`config.mk`:
```
export PLATFORM = sky130hd
export DESIGN_NAME = bubble_page_loader
export DESIGN_NICKNAME = d
export VERILOG_FILES = /design/src/rtl/bubble_page_loader.sv
export SDC_FILE = /design/constraint.sdc
export NUM_CORES = 1
export LEC_CHECK = 0
export ABC_CLOCK_PERIOD_IN_PS = 1980
export CAP_MARGIN = 20
export CORE_UTILIZATION = 35
export DETAILED_ROUTE_END_ITERATION = 16
export DONT_BUFFER_PORTS = 1
export PLACE_DENSITY_LB_ADDON = 0.15
export SYNTH_ARGS = -nofsm -noshare
export SYNTH_HDL_FRONTEND = slang
export SYNTH_SLANG_ARGS = --single-unit
```
`constraint.sdc`:
```
create_clock -name MCLK -period 1.98 [get_ports MCLK]
set_input_delay 0.396 -clock MCLK [delete_from_list [all_inputs] [get_ports MCLK]]
set_output_delay 0.396 -clock MCLK [all_outputs]
set_load 0.01 [all_outputs]
```
`src/rtl/bubble_page_loader.sv`:
```
// rtl/bubble_page_loader.sv - serialises page bytes into per-bit bubble output buffer writes
module bubble_page_loader #(
    parameter int ADDR_W    = 15,
    parameter bit MSB_FIRST = 1'b1
) (
    input  logic              MCLK,
    input  logic              nRESET,
    input  logic              nLOADSTART,
    input  logic [ADDR_W-1:0] LOADBASE,
    input  logic [ADDR_W-1:0] LOADLEN,
    input  logic [7:0]        INDATA,
    input  logic              INVALID,
    output logic              INREADY,
    output logic              nOUTBUFWCLKEN,
    output logic [ADDR_W-1:0] OUTBUFWADDR,
    output logic              OUTBUFWDATA,
    output logic              LOADBUSY,
    output logic              nLOADDONE
);

    typedef enum logic [1:0] {
        ST_IDLE      = 2'd0,
        ST_WAIT_BYTE = 2'd1,
        ST_SHIFT     = 2'd2,
        ST_DONE      = 2'd3
    } state_t;

    localparam logic [ADDR_W-1:0] ONE = {{(ADDR_W-1){1'b0}}, 1'b1};

    state_t            state_q, state_d;
    logic [ADDR_W-1:0] addr_q, addr_d;
    logic [ADDR_W-1:0] remain_q, remain_d;
    logic [7:0]        shift_q, shift_d;
    logic [2:0]        bitcnt_q, bitcnt_d;
    logic              ready_q, ready_d;
    logic              wclken_n_q, wclken_n_d;
    logic [ADDR_W-1:0] waddr_q, waddr_d;
    logic              wdata_q, wdata_d;
    logic              busy_q, busy_d;
    logic              done_n_q, done_n_d;

    logic              cur_bit;
    logic              last_bit;

    assign cur_bit  = MSB_FIRST ? shift_q[7] : shift_q[0];
    assign last_bit = (bitcnt_q == 3'd7) || (remain_q == ONE);

    // Next-state and next-output logic; outputs are derived from the next state so they register cleanly.
    always_comb begin
        state_d    = state_q;
        addr_d     = addr_q;
        remain_d   = remain_q;
        shift_d    = shift_q;
        bitcnt_d   = bitcnt_q;
        wclken_n_d = 1'b1;
        waddr_d    = waddr_q;
        wdata_d    = wdata_q;

        case (state_q)
            ST_IDLE: begin
                if (!nLOADSTART) begin
                    addr_d   = LOADBASE;
                    remain_d = LOADLEN;
                    state_d  = (LOADLEN == '0) ? ST_DONE : ST_WAIT_BYTE;
                end
            end
            ST_WAIT_BYTE: begin
                if (INVALID && ready_q) begin
                    shift_d  = INDATA;
                    bitcnt_d = 3'd0;
                    state_d  = ST_SHIFT;
                end
            end
            ST_SHIFT: begin
                wclken_n_d = 1'b0;
                waddr_d    = addr_q;
                wdata_d    = cur_bit;
                addr_d     = addr_q + ONE;
                remain_d   = remain_q - ONE;
                bitcnt_d   = bitcnt_q + 3'd1;
                shift_d    = MSB_FIRST ? {shift_q[6:0], 1'b0} : {1'b0, shift_q[7:1]};
                if (last_bit) begin
                    // Leftover bits of a partial final byte are simply dropped here.
                    state_d = (remain_q == ONE) ? ST_DONE : ST_WAIT_BYTE;
                end
            end
            ST_DONE: begin
                state_d = ST_IDLE;
            end
            default: begin
                state_d = ST_IDLE;
            end
        endcase

        ready_d  = (state_d == ST_WAIT_BYTE);
        busy_d   = (state_d != ST_IDLE);
        done_n_d = (state_d != ST_DONE);
    end

    // State, datapath and registered outputs; reset aborts any load immediately.
    always_ff @(posedge MCLK or negedge nRESET) begin
        if (!nRESET) begin
            state_q    <= ST_IDLE;
            addr_q     <= '0;
            remain_q   <= '0;
            shift_q    <= '0;
            bitcnt_q   <= '0;
            ready_q    <= 1'b0;
            wclken_n_q <= 1'b1;
            waddr_q    <= '0;
            wdata_q    <= 1'b0;
            busy_q     <= 1'b0;
            done_n_q   <= 1'b1;
        end else begin
            state_q    <= state_d;
            addr_q     <= addr_d;
            remain_q   <= remain_d;
            shift_q    <= shift_d;
            bitcnt_q   <= bitcnt_d;
            ready_q    <= ready_d;
            wclken_n_q <= wclken_n_d;
            waddr_q    <= waddr_d;
            wdata_q    <= wdata_d;
            busy_q     <= busy_d;
            done_n_q   <= done_n_d;
        end
    end

    assign INREADY       = ready_q;
    assign nOUTBUFWCLKEN = wclken_n_q;
    assign OUTBUFWADDR   = waddr_q;
    assign OUTBUFWDATA   = wdata_q;
    assign LOADBUSY      = busy_q;
    assign nLOADDONE     = done_n_q;

endmodule

```
**Run 1: metal 1**

Scale: 4 px per um. Supply wires on this layer in grey.
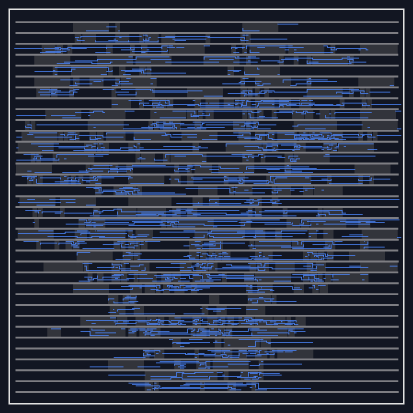
The layer carries 4400 um of wire. The wires run mostly horizontal.

**Run 1: M2 wires**

Scale: 4 px per um.
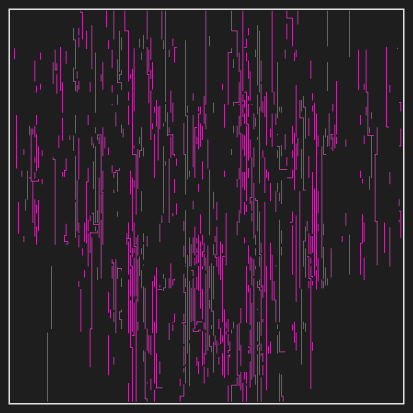
The layer holds 42% of the routed length. 342 nets have wire on it. The layer carries 3670 um of wire. The wires run mostly vertical.
fraction of met2 tracks used by global routing: 28.3%
drt total wl: 8740 um
total number of vias: 2782

**Run 1: signal wires on met3**

Scale: 6 px per um.
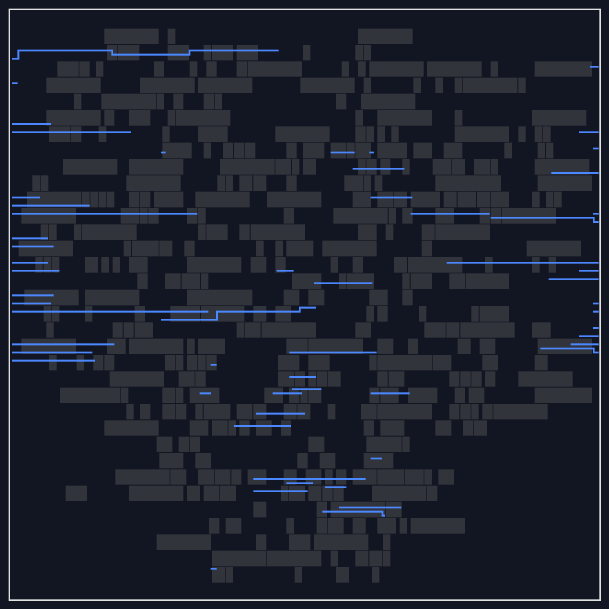
The wires run mostly horizontal. The layer carries 505 um of wire. 47 nets have wire on it. The longest straight run is 32.4 um.

==> notes.org, run 1 <==
#+TITLE: Physical design notes

** Hold path
- The tightest min-delay check is of the in -> reg type.

** Power
- Relative contribution of the clock network to total power :: 20.9%
- Power density over the cells :: 1620 nW/um^2
- The internal portion of the total power is 3.63 mW.
- The worst VDD IR drop from the latest analysis is 0.000643 V.
- For this design the total switching power over the nets is 2.47 mW.
- Sequential cells burn 42.6% of the power.

** CTS
- Cell at the root of the clock tree :: sky130_fd_sc_hd__clkbuf_8
- TritonCTS clock tree :: built
- Clock transition at the registers of the reported paths :: 0.07 ns

** Drt
- Count of unresolved DRC violations after routing :: 2
- Post-detailed-route via-to-cell ratio :: 5.65
- Before antenna repair, the detailed router went through 10 iterations.

** Logic synthesis
- The main area contributors are sky130_fd_sc_hd__dfrtp_1, sky130_fd_sc_hd__nand2_1, sky130_fd_sc_hd__a21oi_1.
- The commonest cells after synthesis are sky130_fd_sc_hd__nand2_1, sky130_fd_sc_hd__dfrtp_1, sky130_fd_sc_hd__nor2_1, sky130_fd_sc_hd__a21oi_1, sky130_fd_sc_hd__clkbuf_1.
- Most frequent cell after synthesis :: sky130_fd_sc_hd__nand2_1
- Largest area contributor in the netlist :: sky130_fd_sc_hd__dfrtp_1
- Number of cells in Yosys stat :: 365
- The share of the Yosys chip area taken by registers is 48.7%.
- The synthesized design contains 0 enable-type register cells.
- Primary flip-flop cell chosen by synthesis mapping :: sky130_fd_sc_hd__dfrtp_1
- Async set-or-reset flop fraction in the synthesized netlist :: 100%

** Outcome
- The final reports fail on design-rule violations.
- The flow ran to the end, but the final reports show violations.

** Timing
- Portion of the clock cycle consumed by the worst path in the final layout :: 95.5%
- RSZ-0062 raised after global routing :: false
- Worst Tran Pin Value :: 0.577 ns
- Final Hold Viols :: 0
- Relative slew slack :: 61.3%

** Layout
- Final net count :: 426
- The most common logic cell in the final layout is sky130_fd_sc_hd__nand2_1.
- The repair_antennas step left the layout with diodes totalling 0.
- Area added between synthesis and finish :: 16.2%

** Flow run
- # Max-Cap Violations :: 0

** Floorplan
- The core region is 8850 sq um.
- From left edge to right edge, the die measures 98.2 um.
- The chip occupies 9650 sq um.

** Setup path
- The data required time reported for the critical path is 2.21 ns.

** Global routing
- The total overflow left after global routing is 0.
## run 1: final timing paths
kind,startpoint,slack (ns),endpoint,cells past startpoint
max,remain_q[0],0.09,remain_q[9],4
min,LOADBASE[4],0.17,addr_q[4],2
max reg2reg,remain_q[0],0.09,remain_q[9],4
min reg2reg,shift_q[7],0.48,OUTBUFWDATA,2
max in group asynchronous,nRESET,1.06,nLOADDONE,2
min in group asynchronous,nRESET,0.58,remain_q[1],2
## run 1: metrics by stage
step	setup WS (ns)	utilization [%]	std cells	power (mW)	area [sq um]
2_1_floorplan	0.0594	-	365	4.01	3240
3_3_place_gp	0.117	39.4	473	4.74	3490
3_5_place_dp	0.0912	39.4	473	4.79	3490
4_1_cts	0.0732	42.4	491	6.12	3750
5_1_grt	0.00366	42.5	492	6.59	3760
6_report	0.0890	42.5	492	6.10	3760
## run 1: worst max-delay path, cell delays in order (launching register included)
cell	delay, ns
sky130_fd_sc_hd__dfrtp_1	0.38
sky130_fd_sc_hd__or4_4	0.55
sky130_fd_sc_hd__or4_4	0.50
sky130_fd_sc_hd__o32ai_2	0.12
sky130_fd_sc_hd__o2bb2a_2	0.23
## run 1: kinds of logic (layout without fill, tap and decap cells)
logic type                 after synthesis  count (layout)  synth area share [%]
and+or+nand+nor                        162             162                  24.1
AOI/OAI and AO/OA                       90              90                  17.8
DFF                                     63              63                  48.7
buffers and inverters                   35              54                  4.36
muxes                                   10              10                  3.09
adders and majority gates                5               5                  1.93
## run 1: cell type report
| cell class | count | area [sq um] |
|---|---|---|
| Fill cell | 907 | 5080 |
| Sequential cell | 63 | 1580 |
| Multi-Input combinational cell | 267 | 1540 |
| Timing Repair Buffer | 27 | 250 |
| Clock buffer | 11 | 141 |
| Tap cell | 108 | 135 |
| Clock inverter | 5 | 81.3 |
| Inverter | 11 | 41.3 |
## run 1: sequential cells by signal, indices dropped and copies added, names as in the netlist
register and cells:
INREADY 1, remain_q 15, state_q 2, nLOADDONE 1, bitcnt_q 3, OUTBUFWADDR 15, addr_q 15, OUTBUFWDATA 1
shift_q 8, nOUTBUFWCLKEN 1, LOADBUSY 1
## run 1: power groups by stage
stage          sequential [mW]  clock (mW)  combinational [mW]
6_report                  2.60        1.27                2.23
5_1_grt                   2.71        1.36                2.53
4_1_cts                   2.59        1.30                2.22
3_5_place_dp              2.61           0                2.18
3_3_place_gp              2.61           0                2.13
2_1_floorplan             2.40           0                1.61
## run 1: layer usage
metal	share of wire, %	wire length, um	GRT usage, %
met1	50	4400	27.5
met4	1.8	161	7.69
met3	5.8	504	5.01
met2	42	3670	28.3
met5	0	0	0
## run 1: repair_timing
| action | 4_1_cts | 5_1_grt |
|---|---|---|
| hold buffers | 2 | 0 |
| resized | 0 | 2 |
| setup endpoints to repair | 0 | 1 |
| setup buffers | 0 | 1 |
| endpoints found under the hold margin | 63 | 0 |
--- run 2 (diff from run 1) ---
--- a/config.mk
+++ b/config.mk
@@ -8,6 +8,7 @@
 export ABC_CLOCK_PERIOD_IN_PS = 1980
 export CAP_MARGIN = 20
 export CORE_UTILIZATION = 35
+export CTS_CLUSTER_SIZE = 14
 export DETAILED_ROUTE_END_ITERATION = 16
 export DONT_BUFFER_PORTS = 1
 export PLACE_DENSITY_LB_ADDON = 0.15
**Run 2: the metal 4 layer**

Scale: 4 px per um. Supply wires on this layer in grey.
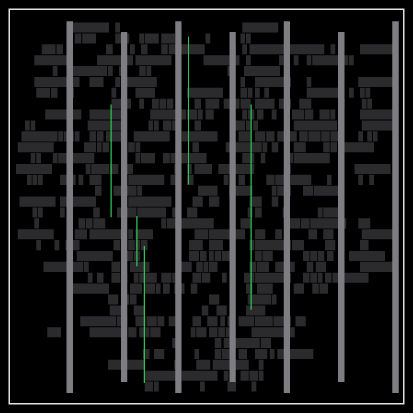
3 nets have wire on it. The layer holds 1.8% of the routed length. The wires run mostly vertical.

**Run 2: M2 wires**

Scale: 4 px per um.
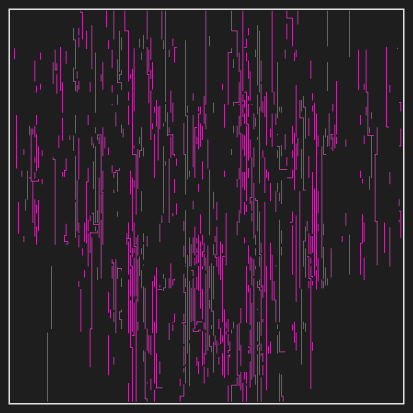
The wires run mostly vertical. 342 nets have wire on it. The layer carries 3670 um of wire.

==> notes.org, run 2 <==
#+TITLE: Physical design notes

** Outcome
- The flow ran to the end, but the final reports show violations.
- Failing checks :: design-rule violations

** Timing
- RSZ-0062 raised after global routing :: false
- Portion of the clock cycle consumed by the worst path in the final layout :: 95.5%
- Relative slew slack :: 61.3%
- Final Hold Viols :: 0
- The pin closest to its max-slew limit shows a slew of 0.577 ns.
- Post-route setup slack :: 0.0890 ns

** Drt
- Count of unresolved DRC violations after routing :: 2
- Drt total wl :: 8740 um
- The routed layout has 2782 vias.
- Post-detailed-route via-to-cell ratio :: 5.65
- For this run, the detailed router's first-pass iteration total came to 10.

** Setup path
- Highest cell delay on the worst timing path :: 0.55 ns
- The OpenROAD report gives the critical path a required time of 2.21 ns.
- Among the stages of the critical path, the cell type that occurs most often is sky130_fd_sc_hd__or4_4.
- Sequence of cells on the critical path :: or4_4 > or4_4 > o32ai_2 > o2bb2a_2

** Logic synthesis
- In the synthesized netlist the dominant register cell turns out to be sky130_fd_sc_hd__dfrtp_1.
- Most frequent cell after synthesis :: sky130_fd_sc_hd__nand2_1
- By count the netlist is led by sky130_fd_sc_hd__nand2_1, sky130_fd_sc_hd__dfrtp_1, sky130_fd_sc_hd__nor2_1, sky130_fd_sc_hd__a21oi_1, sky130_fd_sc_hd__clkbuf_1.
- Summed over all instances, the cell type with the most area after synthesis is sky130_fd_sc_hd__dfrtp_1.

** Power
- Psw :: 2.47 mW
- Power comes to 6.10 mW.
- The clock network burns 20.9% of the power.
- Internal power contribution :: 3.63 mW

** CTS
- In this run the clock root is driven by a sky130_fd_sc_hd__clkbuf_8.
- TritonCTS built the clock tree.
- On the reported timing paths, the clock transition at the registers reads 0.07 ns.

** Layout
- The finished layout reports a core utilization of 42.5%.
- In the final design database the tool counted 426 nets.
- For the completed layout, the total cell area is recorded as 3760 sq um.
- The number of antenna diodes in the final layout is 0.

** Flow run
- # Max-Cap Violations :: 0

** Hold path
- According to the hold report, the worst path is of the in -> reg type.

** Place
- The post-placement cell area is 3490 sq um.
- Before CTS, the worst setup slack after placement is 0.0912 ns.

** Global routing
- Gr ovfl total :: 0

** Floorplan
- Die width :: 98.2 um
==> run 2: cell counts in the layout (fill, tap and decap cells not counted) <==
No cell type changed its count.
==> run 2: final cells by class <==
cell class,count,area (sq um)
multi-input cells,267,1540
clock inverters,5,81.3
repair buffers,27,250
well taps,108,135
inverters,11,41.3
flip-flops and latches,63,1580
clock buffers,11,141
fillers,907,5080
==> run 2: through the flow <==
step / cells / hold slack, ns
3_3_place_gp: 473 / 0.104
3_5_place_dp: 473 / 0.103
2_1_floorplan: 365 / 0.100
6_report: 492 / 0.172
4_1_cts: 491 / 0.160
5_1_grt: 492 / 0.157
==> run 2: logic make-up after synthesis <==
family	after synthesis	synth area share (%)
and+or+nand+nor	162	24.1
AOI/OAI and AO/OA	90	17.8
DFF	63	48.7
buffers and inverters	35	4.36
muxes	10	3.09
adders and majority gates	5	1.93
==> run 2: repair_timing <==
item / CTS / global route
endpoints found under the setup margin: 0 / 1
gates resized: 0 / 2
endpoints found under the hold margin: 63 / 0
buffers inserted: 0 / 1
hold buffers: 2 / 0
==> run 2: worst reg2reg max path, stage by stage, from the launching register on <==
cell and delay [ns]:
sky130_fd_sc_hd__dfrtp_1 0.38, sky130_fd_sc_hd__or4_4 0.55, sky130_fd_sc_hd__or4_4 0.50, sky130_fd_sc_hd__o32ai_2 0.12, sky130_fd_sc_hd__o2bb2a_2 0.23
==> run 2: final timing paths <==
kind	slack, ns	cells past startpoint	start	endpoint
setup / recovery	0.09	4	remain_q[0]	remain_q[9]
hold / removal	0.17	2	LOADBASE[4]	addr_q[4]
setup reg to reg	0.09	4	remain_q[0]	remain_q[9]
hold reg to reg	0.48	2	shift_q[7]	OUTBUFWDATA
max in group asynchronous	1.06	2	nRESET	nLOADDONE
min in group asynchronous	0.58	2	nRESET	remain_q[1]
==> run 2: power groups by stage <==
| stage | combinational (mW) | sequential [mW] | clock (mW) |
|---|---|---|---|
| 2_1_floorplan | 1.61 | 2.40 | 0 |
| 5_1_grt | 2.53 | 2.71 | 1.36 |
| 3_5_place_dp | 2.18 | 2.61 | 0 |
| 6_report | 2.23 | 2.60 | 1.27 |
| 4_1_cts | 2.22 | 2.59 | 1.30 |
| 3_3_place_gp | 2.13 | 2.61 | 0 |
==> run 2: routing by layer <==
layer | part of all wire (%) | vias up | GRT usage [%] | wire, um
met2 | 42 | 75 | 28.3 | 3670
met5 | 0 | - | 0 | 0
li1 | - | 1357 | - | -
met1 | 50 | 1337 | 27.5 | 4400
met3 | 5.8 | 13 | 5.01 | 504
met4 | 1.8 | 0 | 7.69 | 161
**Run 2: signal wires on met3**

Scale: 6 px per um.
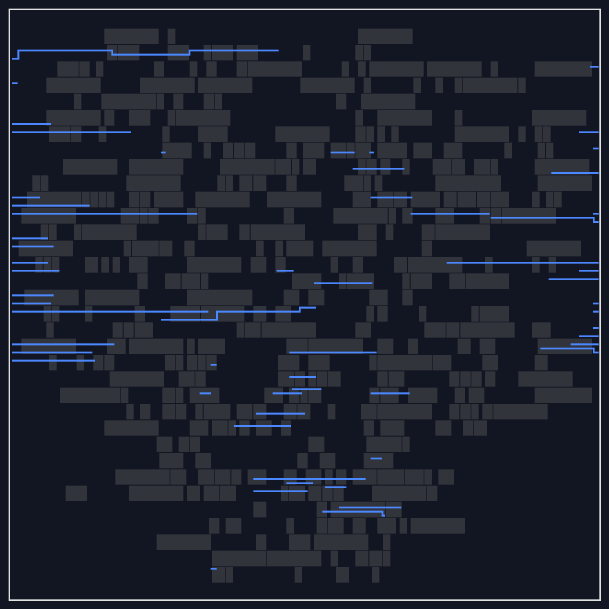

--- run 3 (diff from run 2) ---
==> constraint.sdc (replaced) <==
create_clock -name MCLK -period 1.98 [get_ports MCLK]
set_input_delay 0.396 -clock MCLK [delete_from_list [all_inputs] [get_ports MCLK]]
set_output_delay 0.396 -clock MCLK [all_outputs]
set_load 0.05 [all_outputs]
**Run 3: signal wires on met3**

Scale: 6 px per um.
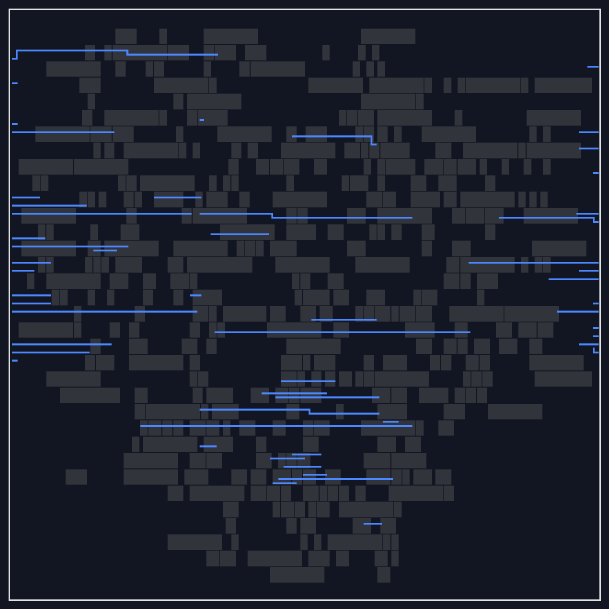
The longest straight run is 45.1 um. The wires run mostly horizontal. The layer carries 570 um of wire.

==> notes.org, run 3 <==
#+TITLE: Physical design notes

** Outcome
- Outcome :: finished, violations left
- Failing checks :: design-rule violations

** Setup path
- Worst R2R Start :: remain_q[0]
- The report puts the cell count of the worst reg-to-reg path at 4.

** Floorplan
- Floorplan core area :: 8850 sq um
- Total die area :: 9650 sq um
- From left edge to right edge, the die measures 98.2 um.

** Logic synthesis
- In the post-synthesis netlist, the cell with the most instances is sky130_fd_sc_hd__nand2_1.
- Looking at area per cell type in the netlist, the leader is sky130_fd_sc_hd__dfrtp_1.
- Sequential elements use 48.7% of the synthesized area.
- The post-synth count of flops with an enable pin is 0.
- Async set-or-reset flop fraction in the synthesized netlist :: 100%
- Synth top area cells :: sky130_fd_sc_hd__dfrtp_1, sky130_fd_sc_hd__nand2_1, sky130_fd_sc_hd__a21oi_1
- Commonest cells post-synth :: sky130_fd_sc_hd__nand2_1, sky130_fd_sc_hd__dfrtp_1, sky130_fd_sc_hd__nor2_1, sky130_fd_sc_hd__a21oi_1, sky130_fd_sc_hd__clkbuf_1

** Drt
- In the routed design, unresolved DRC markers number 2.
- Drt total wl :: 8580 um
- The routed design shows a via density per instance of 5.65.
- Summing over every cut layer, the via total after detailed routing is 2792.

** CTS
- The cell sitting at the root of the clock tree is a sky130_fd_sc_hd__clkbuf_8.
- Clock transition at the registers of the reported paths :: 0.07 ns

** Layout
- The layout stage reports a final design area of 3750 sq um.
- Layout filler cell count :: 906
- Number of inserted diodes :: 0
- In this run the layout overhead on the synthesized area is reported as 15.8%.

** Timing
- Post-route setup slack :: 0.0517 ns
- At the pin with the least slew margin, the transition time is 0.585 ns.

** Hold path
- Hold analysis shows the worst path with a depth of 2.
- For the worst min-delay path, the startpoint reported by OpenROAD is LOADBASE[4].
- Classification of the worst-slack hold path :: in -> reg

** Global routing
- The global routing report lists met2 layer usage as 27.8%.

** Place
- The post-placement cell area is 3500 sq um.
**Run 3: routing congestion map**

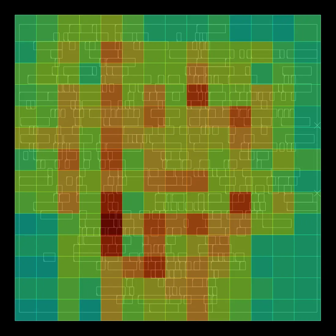
GRT Overall Usage: 18.6%
average wire per cell in the routed design: 17.4 um

run 3: stage by stage:
| step | utilization, % | total power, mW | hold WS, ns | cells |
|---|---|---|---|---|
| finish | 42.4 | 6.56 | 0.180 | 494 |
| global route | 42.4 | 7.04 | 0.164 | 494 |
| CTS | 42.3 | 6.58 | 0.169 | 494 |
| detailed placement | 39.5 | 5.36 | 0.103 | 476 |
| global placement | 39.5 | 5.32 | 0.104 | 476 |
| floorplan | - | 4.57 | 0.100 | 365 |
run 3: metal layers:
metal  share of wire [%]  vias up  wire length, um
li1                    -     1359                -
met1                  48     1351             4130
met2                  44       74             3790
met3                 6.6        8              569
met4                0.99        0               85
met5                   0        -                0
run 3: cells by family after synthesis:
family / Yosys count / share of synthesized area (%)
AOI/OAI and AO/OA: 90 / 17.8
adders and majority gates: 5 / 1.93
buffers and inverters: 35 / 4.36
DFF: 63 / 48.7
muxes: 10 / 3.09
and+or+nand+nor: 162 / 24.1
run 3: critical path: stages, from the launching register on:
cell and delay [ns]:
sky130_fd_sc_hd__dfrtp_1 0.38, sky130_fd_sc_hd__or4_4 0.55, sky130_fd_sc_hd__or4_4 0.50, sky130_fd_sc_hd__o32ai_2 0.14, sky130_fd_sc_hd__o2bb2a_2 0.24
run 3: power by group:
part           switching [mW]  total, mW  internal (mW)
logic                    1.24       2.22          0.980
clock network           0.563       1.18          0.620
registers                1.25       3.15           1.90
total                    3.05       6.56           3.50
run 3: timing repair:
item,CTS,global route
hold buffers,2,0
gates resized,0,2
setup endpoints to repair,0,1
hold endpoints to repair,63,0
setup buffers,0,0
run 3: layout make-up:
cell class | count | area (sq um) | share of cell area (%)
flip-flops and latches | 63 | 1580 | 42.1
clock inverters | 6 | 68.8 | 1.83
multi-input cells | 267 | 1540 | 41.0
well taps | 108 | 135 | 3.60
inverters | 11 | 41.3 | 1.10
repair buffers | 29 | 253 | 6.74
clock buffers | 10 | 138 | 3.67
run 3: worst max path at each step:
stage / start / to / slack, ns / depth (start not counted)
global placement: remain_q[0] / remain_q[9] / 0.11 / 4
finish: remain_q[0] / remain_q[9] / 0.05 / 4
detailed placement: remain_q[0] / remain_q[9] / 0.11 / 4
floorplan: remain_q[3] / remain_q[9] / 0.06 / 5
CTS: remain_q[0] / remain_q[9] / 0.03 / 4
global route: remain_q[0] / remain_q[12] / 0.004 / 7
No activity file was given, so power comes from the tool's default toggle rates.
